$ cat src/rtl/m68k_bus_pkg.sv
// Shared state encoding, address-map constants and decode helper for the 68000 bus responder.
// STEP_HOLD exists only when M68K_SINGLE_STEP_EN is defined.
package m68k_bus_pkg;

  typedef enum logic [2:0] {
    IDLE,
    WAIT,
    ACK,
    VPA,
    ERR
`ifdef M68K_SINGLE_STEP_EN
    , STEP_HOLD
`endif
  } bus_state_t;

  localparam logic [3:0] REGION_ROM  = 4'h0;
  localparam logic [3:0] REGION_RAM1 = 4'hC;
  localparam logic [3:0] REGION_RAM2 = 4'hE;
  localparam logic [2:0] FC_IACK     = 3'b111;

  function automatic logic is_ram(input logic [3:0] region);
    return (region == REGION_RAM1) || (region == REGION_RAM2);
  endfunction

endpackage

$ cat src/rtl/m68k_sync.sv
// Multi-flop synchronizer for asynchronous single-bit inputs; output takes RESET_VAL under reset.
module m68k_sync #(
  parameter int   STAGES    = 2,
  parameter logic RESET_VAL = 1'b0
) (
  input  logic clk,
  input  logic rst,
  input  logic d,
  output logic q
);

  logic [STAGES-1:0] chain;

  always_ff @(posedge clk) begin
    if (rst) begin
      chain <= {STAGES{RESET_VAL}};
    end else begin
      chain[0] <= d;
      for (int i = 1; i < STAGES; i++) begin
        chain[i] <= chain[i-1];
      end
    end
  end

  assign q = chain[STAGES-1];

endmodule

$ cat src/rtl/m68k_bus_responder.sv
// Terminates 68000 bus cycles with DTACK, VPA (autovector) or BERR after per-region wait states.
// Optional single-step hold of DTACK is enabled by defining M68K_SINGLE_STEP_EN.
module m68k_bus_responder
  import m68k_bus_pkg::*;
#(
  parameter int ROM_WS        = 2,
  parameter int RAM_WS        = 0,
  parameter int TIMEOUT       = 64,
  parameter int SYNC_STAGES   = 2,
  parameter bit TIMEOUT_CHECK = 1'b1
) (
  input  logic       cpu_clk,
  input  logic       rst,
  input  logic       as_n,
  input  logic [3:0] addr_hi,
  input  logic [2:0] fc,
  input  logic       rw,
  input  logic       single_step,
  input  logic       step_mode,
  output logic       dtack_n,
  output logic       vpa_n,
  output logic       berr_n
);

  localparam int MAX_WS = (ROM_WS > RAM_WS) ? ROM_WS : RAM_WS;
  localparam int WS_W   = (MAX_WS < 1) ? 1 : $clog2(MAX_WS + 1);
  localparam int WD_W   = (TIMEOUT < 2) ? 1 : $clog2(TIMEOUT);

  if (TIMEOUT_CHECK && (TIMEOUT <= MAX_WS + 2)) begin : g_timeout_check
    $error("m68k_bus_responder: TIMEOUT must exceed max(ROM_WS,RAM_WS)+2");
  end

  bus_state_t       state;
  logic [WS_W-1:0]  ws_cnt;
  logic [WD_W-1:0]  wd_cnt;
  logic [3:0]       cap_addr;
  logic [2:0]       cap_fc;
  logic             as_s;

  m68k_sync #(.STAGES(SYNC_STAGES), .RESET_VAL(1'b1)) u_as_sync (
    .clk (cpu_clk),
    .rst (rst),
    .d   (as_n),
    .q   (as_s)
  );

`ifdef M68K_SINGLE_STEP_EN
  logic step_s;
  logic step_prev;
  logic step_rise;
  logic unused_inputs;

  m68k_sync #(.STAGES(SYNC_STAGES), .RESET_VAL(1'b0)) u_step_sync (
    .clk (cpu_clk),
    .rst (rst),
    .d   (single_step),
    .q   (step_s)
  );

  always_ff @(posedge cpu_clk) begin
    if (rst) step_prev <= 1'b0;
    else     step_prev <= step_s;
  end

  assign step_rise     = step_s & ~step_prev;
  assign unused_inputs = rw;
`else
  logic unused_inputs;
  assign unused_inputs = ^{rw, single_step, step_mode};
`endif

  // Address and FC are stable for the whole AS-low window, so IDLE decodes the registered copy
  // taken one edge earlier; this also keeps the async bus lines off the decode path.
  always_ff @(posedge cpu_clk) begin
    if (rst) begin
      state    <= IDLE;
      ws_cnt   <= '0;
      wd_cnt   <= '0;
      cap_addr <= '0;
      cap_fc   <= '0;
      dtack_n  <= 1'b1;
      vpa_n    <= 1'b1;
      berr_n   <= 1'b1;
    end else begin
      cap_addr <= addr_hi;
      cap_fc   <= fc;
      case (state)
        IDLE: begin
          if (!as_s) begin
            wd_cnt <= '0;
            if (cap_fc == FC_IACK) begin
              state <= VPA;
              vpa_n <= 1'b0;
            end else if (cap_addr == REGION_ROM) begin
              state  <= WAIT;
              ws_cnt <= WS_W'(ROM_WS);
            end else if (is_ram(cap_addr)) begin
              state  <= WAIT;
              ws_cnt <= WS_W'(RAM_WS);
            end else begin
              state  <= ERR;
              berr_n <= 1'b0;
            end
          end
        end

        // Abort beats the watchdog, which beats wait-state expiry.
        WAIT: begin
          wd_cnt <= wd_cnt + 1'b1;
          if (as_s) begin
            state <= IDLE;
          end else if (wd_cnt == WD_W'(TIMEOUT - 1)) begin
            state  <= ERR;
            berr_n <= 1'b0;
          end else if (ws_cnt == '0) begin
`ifdef M68K_SINGLE_STEP_EN
            if (step_mode) begin
              state <= STEP_HOLD;
            end else begin
              state   <= ACK;
              dtack_n <= 1'b0;
            end
`else
            state   <= ACK;
            dtack_n <= 1'b0;
`endif
          end else begin
            ws_cnt <= ws_cnt - 1'b1;
          end
        end

`ifdef M68K_SINGLE_STEP_EN
        STEP_HOLD: begin
          if (as_s) begin
            state <= IDLE;
          end else if (step_rise) begin
            state   <= ACK;
            dtack_n <= 1'b0;
          end
        end
`endif

        ACK, VPA, ERR: begin
          if (as_s) begin
            state   <= IDLE;
            dtack_n <= 1'b1;
            vpa_n   <= 1'b1;
            berr_n  <= 1'b1;
          end
        end

        default: begin
          state   <= IDLE;
          dtack_n <= 1'b1;
          vpa_n   <= 1'b1;
          berr_n  <= 1'b1;
        end
      endcase
    end
  end

endmodule

$ cat config.mk
export PLATFORM = sky130hd
export DESIGN_NAME = m68k_bus_responder
export DESIGN_NICKNAME = d
export VERILOG_FILES = /design/src/rtl/m68k_bus_pkg.sv /design/src/rtl/m68k_sync.sv /design/src/rtl/m68k_bus_responder.sv
export SDC_FILE = /design/constraint.sdc
export NUM_CORES = 1
export LEC_CHECK = 0
export CAP_MARGIN = 5
export CORE_MARGIN = 4
export CORE_UTILIZATION = 24
export CTS_CLUSTER_DIAMETER = 150
export DETAILED_ROUTE_END_ITERATION = 16
export GPL_ROUTABILITY_DRIVEN = 1
export PLACE_DENSITY = 0.42
export SLEW_MARGIN = 20
export SYNTH_ARGS = -nofsm -noshare
export SYNTH_HDL_FRONTEND = slang
export SYNTH_SLANG_ARGS = --single-unit
$ cat constraint.sdc
create_clock -name cpu_clk -period 1.3 [get_ports cpu_clk]
set_input_delay 0.13 -clock cpu_clk [delete_from_list [all_inputs] [get_ports cpu_clk]]
set_output_delay 0.13 -clock cpu_clk [all_outputs]
set_load 0.005 [all_outputs]
Figure 1. Placement by cell class.
Scale bar: 20 um.
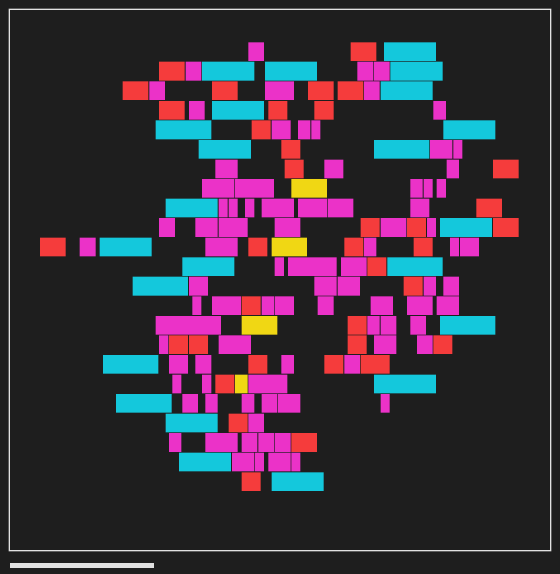
- yellow: clock drivers and dummy loads (cells 4; share of their area 3.2%)
- cyan: flops (cells 23; share of their area 32%)
- magenta: all other logic (cells 87; share of their area 44%)
- red: other buffers and delay cells (cells 36; share of their area 21%)

Figure 2. Clock wires, drivers and flops.
Scale bar: 20 um.
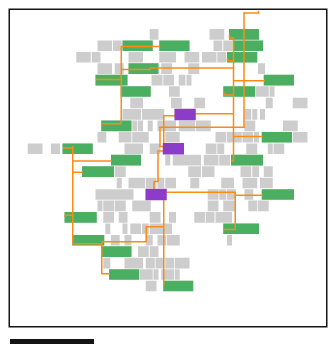
- green: flip-flops (count 23)
- orange: clock wires (length 343 um)
- purple: cells driving clock nets (count 3)
- routed clock nets: 4
Max Clock Skew: 0.00503 ns
worst skew pair latency: 0.26 ns

Figure 3. Gate-type map.
Scale bar: 20 um.
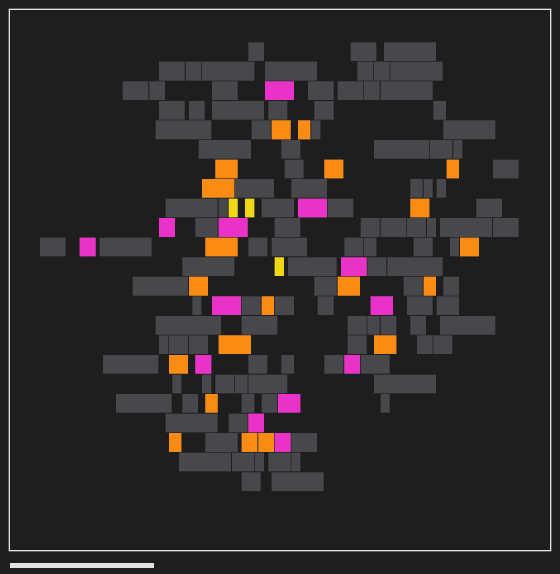
- orange: inverting AOI/OAI gates (cells 20)
- magenta: AND and OR gates (cells 13)
- yellow: inverters (cells 3)

==> synth_stat cells, types with 2 or more instances <==
master / number / area share, %
or2_2: 3 / 1.7
o22ai_1: 2 / 1.2
nand2b_1: 2 / 1.2
and4_1: 2 / 1.6
nor3_1: 2 / 0.92
o31ai_1: 2 / 1.4
o21ai_0: 4 / 1.8
nand3_1: 5 / 2.3
ha_1: 2 / 2.3
clkbuf_1: 2 / 0.69
buf_4: 3 / 2.1
a21oi_1: 2 / 0.92
inv_1: 3 / 1.0
a22o_1: 2 / 1.6
mux2_2: 2 / 2.1
a22oi_1: 2 / 1.4
nor2b_1: 10 / 5.8
nor2_1: 10 / 3.5
o211ai_1: 2 / 1.4
dfxtp_1: 23 / 43
nand2_1: 6 / 2.1
and3_1: 3 / 1.7
==> reports/results.tsv <==
stage	metric	value	unit
final_layout	reg.largest.list	wd_cnt (6), cap_addr (4)	
final_layout	clock_area_share	3.03	%
route	drt_iter0_markers	27	
final_layout	clkbuf_count	3	
synth	synthArstFlopShare	0	%
synth	ys_cells	116	
route	wl_met3	61	um
timing	setup_slack	-0.126	ns
clock_tree	cts.htree.levels	1	
setup_path	startpoint	cap_addr[3]	
setup_path	worstPathRequired	1.46	ns
final_layout	comb_area_share	41.2	%
global_route	use_met3	1.74	%
final_layout	largest_reg_flops	6	
placement	place_ws	-0.158	ns
clock_tree	cts_tree	built	
setup_path	reg2reg_slack	-0.13	ns
setup_path	cp.arrival	1.59	ns
route	via_per_inst	4.55	
route	routed_wl	2.52	mm
global_route	grt_pass1_vias	966	
global_route	grt_pass1_wl	4.15	mm
timing	hold_slack	0.407	ns
timing	rsz0062_at_grt	yes	
final_layout	final_util	35.1	%
job	openroad.warnings	32	
synth	synth-seq-area-share	42.5	%
setup_path	slowest_stage	o31ai_1	
synth	synthAoiAreaFrac	18.7	%
final_layout	layout.cells.most_common_list	buf_4, dfxtp_1, clkdlybuf4s50_1	
final_layout	comb_area	631	sq um
final_layout	syn_to_final_growth	41.4	%
clock_tree	numClockSinks	23	
pwr	internal_power	1030	uW
clock_tree	clk_pin_slew	0.08	ns
route	wire_per_inst	12.5	um
final_layout	seq_share	30.9	%
placement	place_inst	194	
pwr	ir_worst_vdd	0.000282	V
timing	min_period	1.43	ns
global_route	antenna_found_initial	0	
synth	syn_avg_cell_area	9.33	sq um
pwr	pg_clk	450	uW
timing	hold_viol	0	
setup_path	slowest_delay	0.48	ns
global_route	grt_max_degree	14	
synth	ys_sh_mux	3.01	%
final_layout	register_area	473	sq um
run_status	status	finished with violations	
setup_path	start_kind	flop	
pwr	finalPower	1340	uW
clock_tree	clock_path_buffers	2	
final_layout	largest_class	logic gates	
final_layout	signal_buffers	36	
synth	synthDistinctLibCells	44	
setup_path	crit_chain	buf_4, o31ai_1, a311oi_1, a31o_1	
die	die_h	75.2	um
placement	placed_area	1400	sq um
final_layout	layout.cells.most_common	buf_4	
final_layout	bufAreaShareNonClock	19.9	%
placement	port-buffer-count	12	
setup_path	rr_startpoint	cap_addr[3]	
pwr	pg_seq	737	uW
pwr	maxPowerGroup	sequential cells	
final_layout	stdcell_area	1530	sq um
clock_tree	cts_made_buffers	3	
synth	simple_gate_share	27.7	%
pwr	p_per_area	878	nW/um^2
route	drt_pass1_iterations	4	
final_layout	diodes	0	
setup_path	crit_type	reg -> reg	
pwr	power_switching	310	uW
job	maxCapViolCount	0	
pwr	p_comb	157	uW
clock_tree	cts_setup_buffers	3	
run_status	violations	setup timing	
pwr	power.leakage	0.000610	uW
pwr	combinationalPowerShare	11.7	%
pwr	p_sw_share	23.1	%
final_layout	registers.top_by_ff_count	wd_cnt	
setup_path	crit_path_end_kind	flop	
die	die_w	75.2	um
timing	tightestPinTransition	0.536	ns
placement	dp_hpwl	1.88	mm
setup_path	crit_buf_inv	1	
synth	fa_ha_area_share	2.31	%
global_route	gr-usage-met1	11.2	%
route	vias	919	
setup_path	worstReg2RegEnd	ws_cnt[0]	
route	drtAntennaViolNets	0	
route	wl_met2	1.27	mm
final_layout	fillers	456	
worst_hold_path	worstHoldPathCells	2	
synth	top_logic_kind	simple AND/OR/NAND/NOR gates	
synth	yosys.area_share.xor_xnor	0.809	%
setup_path	crit_path_end	ws_cnt[0]	
timing	setup_violations	7	
setup_path	crit_cells	4	
die	core_area	4350	sq um
global_route	grt_use_met2	16.8	%
die	nWellTaps	52	
Power and IR drop assume default switching activity.
